**Where the registers sit**

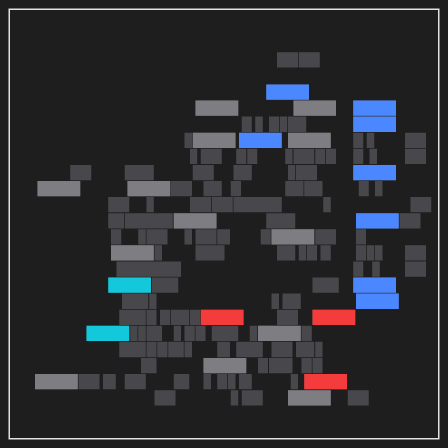
**Met2 routing**

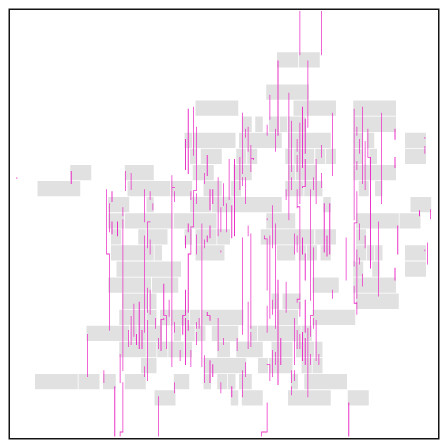
**I/O nets highlighted**

The bar under the picture is 20 um long.
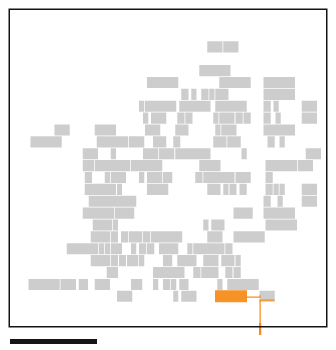
**The metal 1 layer**

Supply wires on this layer in gray.
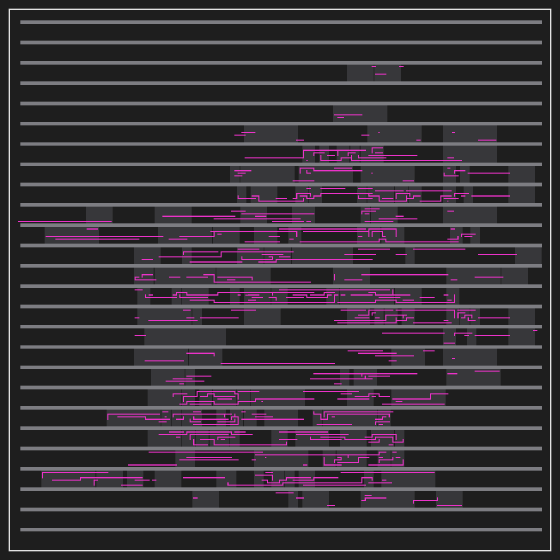
**config.mk**
```make
export PLATFORM = sky130hd
export DESIGN_NAME = serial_frame_rx
export DESIGN_NICKNAME = d
export VERILOG_FILES = /design/src/rtl/serial_frame_rx.sv
export SDC_FILE = /design/constraint.sdc
export NUM_CORES = 1
export LEC_CHECK = 0
export ABC_CLOCK_PERIOD_IN_PS = 4200
export CORE_UTILIZATION = 25
export DETAILED_ROUTE_END_ITERATION = 16
export PLACE_DENSITY = 0.51
export SLEW_MARGIN = 20
export SYNTH_ARGS = -nofsm -noshare
export SYNTH_HDL_FRONTEND = slang
export SYNTH_SLANG_ARGS = --single-unit
```
**constraint.sdc**
```tcl
create_clock -name clk -period 4.2 [get_ports clk]
set_clock_uncertainty 0.2 [all_clocks]
set_input_delay 0.84 -clock clk [delete_from_list [all_inputs] [get_ports clk]]
set_output_delay 0.84 -clock clk [all_outputs]
set_load 0.01 [all_outputs]
```
**src/rtl/serial_frame_rx.sv**
```systemverilog
// Serial frame receiver: start bit, WIDTH data bits LSB-first, optional parity, stop bit.
// One bit is sampled per clock; completed words are presented with a one-cycle valid pulse.
module serial_frame_rx #(
    parameter int WIDTH      = 8,
    parameter bit PARITY_EN  = 1,
    parameter bit ODD_PARITY = 0
) (
    input  logic             clk,
    input  logic             rst,
    input  logic             din,
    output logic [WIDTH-1:0] data_out,
    output logic             valid,
    output logic             parity_err,
    output logic             frame_err,
    output logic             busy
);
    localparam int CW = (WIDTH > 1) ? $clog2(WIDTH) : 1;

    localparam logic [1:0] IDLE   = 2'd0;
    localparam logic [1:0] DATA   = 2'd1;
    localparam logic [1:0] PARITY = 2'd2;
    localparam logic [1:0] STOP   = 2'd3;

    logic [1:0]       state;
    logic [CW-1:0]    cnt;
    logic [WIDTH-1:0] shreg;
    logic             par_bit;

    always_ff @(posedge clk) begin
        if (rst) begin
            state      <= IDLE;
            cnt        <= '0;
            shreg      <= '0;
            par_bit    <= 1'b0;
            data_out   <= '0;
            valid      <= 1'b0;
            parity_err <= 1'b0;
            frame_err  <= 1'b0;
            busy       <= 1'b0;
        end else begin
            valid      <= 1'b0;
            parity_err <= 1'b0;
            frame_err  <= 1'b0;
            case (state)
                IDLE: begin
                    if (!din) begin
                        state <= DATA;
                        cnt   <= '0;
                        busy  <= 1'b1;
                    end
                end
                DATA: begin
                    shreg[cnt] <= din;
                    cnt        <= cnt + 1'b1;
                    if (cnt == CW'(WIDTH - 1))
                        state <= PARITY_EN ? PARITY : STOP;
                end
                PARITY: begin
                    par_bit <= din;
                    state   <= STOP;
                end
                default: begin
                    // Back to IDLE unconditionally; the next cycle may already be a start bit.
                    state <= IDLE;
                    busy  <= 1'b0;
                    if (din) begin
                        valid      <= 1'b1;
                        data_out   <= shreg;
                        parity_err <= PARITY_EN && ((^shreg ^ par_bit) != ODD_PARITY);
                    end else begin
                        frame_err <= 1'b1;
                    end
                end
            endcase
        end
    end
endmodule

```
==> GITHUB_STEP_SUMMARY <==
### Yosys + OpenROAD results

| Metric | Value |
|---|---|
| Status | completed |
| Max-Slew Margin vs Limit | 42.1% |
| Count leader, synth | dfxtp_1 |
| Nets@finish | around 150 |
| Met3 Wirelength | approximately 70 um |
| Met3 Usage GRT | roughly 3.3% |
| Worst r2r src | state[1]$_SDFFE_PP0P_ |
| WHS Endpoint | data_out[6]$_SDFFE_PP0P_ |
| Hpwl dp | 1630 um |
| Top cell excl fill/tap | dfxtp_1 |
| Top power group | sequential cells |
| Wirelength, routed | 2400 um |
| Sw Ratio | a little under a third |
| Inserted Clock Buffers | 3 |
| Vias in the first global route | 865 |
| Mean Syn Cell Area | just over 9 sq um |
| Max-cap violations | 0 |
| Clock Sinks | 26 |
| Dpl ws | 1.19 ns |
| Slew @ Worst Pin | around 0.87 ns |
| Filler cell count | around 520 |
| Top cells by count | dfxtp_1 (26), nor2_1 (17), a21oi_1 (13) |
| Core box area | between 4000 and 5000 sq um |
| LEAKAGE | 0.553 nW |
| Tmin final | about 2.7 ns |
| Clk_lat worst skew | ~0.27 ns |
| Met1 Use GR | roughly 12% |
| Post-Synthesis Cells | approximately 140 |
| Reg2reg path depth | 5 |
| Seq cells post-synth | 26 |
| Top Layout Cells | dfxtp_1 (26), nor2_1 (17), clkdlybuf4s50_1 (14) |
| CTS H-tree lvls | 1 |
| CTS tree | yes |
| First-pass GRT wire length | between 3000 and 4000 um |
| Synth area leaders | dfxtp_1 (42%), mux2i_1 (8.9%), ha_1 (6.1%) |
| Bufs on Longest Clock Path | 2 |
| Power per cell area | approximately 500 nW/um^2 |
| Peak supply drop | 192 uV |
| P_seq | approximately 0.00030 W |
| Crit path DAT | around 2.7 ns |
| Cell chain of the critical path | clkdlybuf4s50_1 -> and2_4 -> or4_1 -> a21oi_1 |
| Comb group | 0.000231 W |
| Seq/Total Area, Yosys | 42.1% |
| Most used routing layer | met2 |
| Part of the power in combinational logic | between 30% and 40% |
| Highest routed metal layer | met4 |
| Ant. Diodes | 0 |
| Total setup buffers inserted after CTS | 0 |
| Worst path slowest cell | clkdlybuf4s50_1 |
| Final Max Tran Viols | 0 |
| Die Y | 72.4 um |
| Routed vias/inst | around 4.5 |
| Initial antenna violation count | 0 |
| Crit path kind | input port to register |
| Yosys warns | 0 |
| CP Buf/Inv Count | 1 |
| Grt total ovfl | 0 |
| Final GP Congestion | approximately 0.77 |
| Crit path DRT | roughly 4.2 ns |
| Hold_sp | data_out[6]$_SDFFE_PP0P_ |
| Worst min-delay path category | register to register |
| OpenROAD warnings | 29 |
| Slowest stage delay, CP | roughly 0.86 ns |
| Global routing met2 resource utilization | 16.5% |
| IO Pins | 15 |
| RSZ-0062 raised after global routing | no |
| Clk pwr share | approximately 28% |
| Post-Syn Area | 1240 sq um |
| Total GRT Usage | around 9.9% |
| Worst Path Max Fanout | 26 |
| Critical Path Sink Type | register |
| NetSw | 0.000235 W |
| Post-CTS Resized | 0 |
| CTS root buf | clkbuf_8 |
| Dominant register cell | dfxtp_1 |
| Drt drc | 0 |
| Final hold vios | 0 |
| Clk. pwr | between 0.0002 and 0.00025 W |
| Worst reg2reg setup slack | 2.23 ns |
| Worst Setup Start Kind | input port |
| Post-synth area from yosys stat | around 1200 sq um |
| Pre-antenna DRT Iters | 4 |
| Final Worst Setup Slack | between 1 and 1.5 ns |
| DR WL/cell | ~11 um |
| Worst hold path depth | 2 |
| Clock slew at reported path FFs | ~0.09 ns |
| Sequential Power Share | approximately two fifths |
| Largest net degree at the start of global routing | 27 |
| Int Pwr | around 0.0005 W |
| Cycle use final | between 60 and 70% |
| Yosys cell count | ~140 |
| Yosys cell types | 28 |
| CP delay by family, top | buffers and inverters |
| Met2 wire len | 1090 um |
| Met1 wire length | between 1000 and 1500 um |
| Reg2Reg Capture Point | state[0]$_SDFFE_PP0P_ |
| Rows | 25 |
| EDFF count, synth | 0 |
| Ys async rst share | 0% |
| Peak Freq | about 370 MHz |
| Final setup vio count | 0 |
| Synth top area share | 42.1% |
| FP Util | a little over a quarter |
| I/O Buffers | 14 |
| P&R area growth vs syn | 20.3% |
| Share of layout cells above drive strength 1 | 4.17% |
| Die width | between 70 and 80 um |
| Via count | about 940 |
| Final ANT Viol Nets | 0 |
| Synth area leader | dfxtp_1 |
| Cts hold-fix bufs | 0 |
| Setup_tns | 0 ns |
| First DRT Iteration DRCs | 62 |
| DIE AREA | ~5200 sq um |
| Net Count, Synth | ~150 |
Back to the opening pictures, 'where the registers sit':
cnt: in red, placed flops 3. state: in cyan, placed flops 2. data_out: in blue, placed flops 8.
Another 13 sequential cells are not colored.
Flop area: 520 sq um
Final Core Density: 31.3%
Seq area share: 35.0%

Back to the opening pictures, 'met2 routing':
The layer holds 45% of the routed length. 118 nets have wire on it. The wires run mostly vertical. The layer carries 1090 um of wire.

Back to the opening pictures, 'I/O nets highlighted':
frame_err: in orange, bits 1, direction output, end cells 1, buffers 1, wire 12.7 um.

Back to the opening pictures, 'the metal 1 layer':
138 nets have wire on it. The longest straight run is 16.6 um. The wires run mostly horizontal. The layer carries 1210 um of wire. The layer holds 51% of the routed length.

## area by class of cell
class / instances / area [sq um] / share of cell area, %
Clock buffer: 3 / 41.3 / 2.77
Sequential cell: 26 / 520 / 35.0
Multi-Input combinational cell: 97 / 658 / 44.2
Timing Repair Buffer: 15 / 148 / 9.92
Clock inverter: 1 / 30.0 / 2.02
Tap cell: 67 / 83.8 / 5.63
Inverter: 2 / 7.51 / 0.504
## per-stage QoR
stage               area (sq um)  hold slack [ns]  std cells  utilization (%)  power [W]
finish                      1490            0.258        211             31.3   0.000738
global route                1490            0.276        211             31.3   0.000782
CTS                         1490            0.264        211             31.3   0.000746
detailed placement          1420            0.250        207             29.8   0.000533
global placement            1420            0.245        207             29.8   0.000527
floorplan                   1240            0.262        136                -   0.000481
## kinds of logic (layout without fill, tap and decap cells)
logic type               count (synthesis)  after routing  share of synthesized area (%)
AND/OR/NAND/NOR                         57             57                           24.4
flip-flops                              26             26                           42.1
AND-OR/OR-AND                           17             17                           7.38
buffers and inverters                   13             21                           4.75
multiplexers                            11             11                           8.90
adder cells (fa/ha/maj)                  6              6                           6.07
XOR/XNOR                                 6              6                           6.47
## how the worst max path moves through the flow
stage,startpoint,end,slack [ns],cells after the start
4_1_cts,din,state[0]$_SDFFE_PP0P_,1.48,4
6_report,din,state[0]$_SDFFE_PP0P_,1.49,4
5_1_grt,din,state[0]$_SDFFE_PP0P_,1.41,4
2_1_floorplan,din,state[0]$_SDFFE_PP0P_,2.24,4
3_5_place_dp,din,state[0]$_SDFFE_PP0P_,1.19,4
3_3_place_gp,din,state[0]$_SDFFE_PP0P_,1.26,4
## sequential cells by signal (all words and copies together) (netlist names)
register	flops
data_out	8
shreg	8
cnt	3
state	2
busy	1
frame_err	1
par_bit	1
parity_err	1
valid	1
Power and IR drop assume default switching activity.
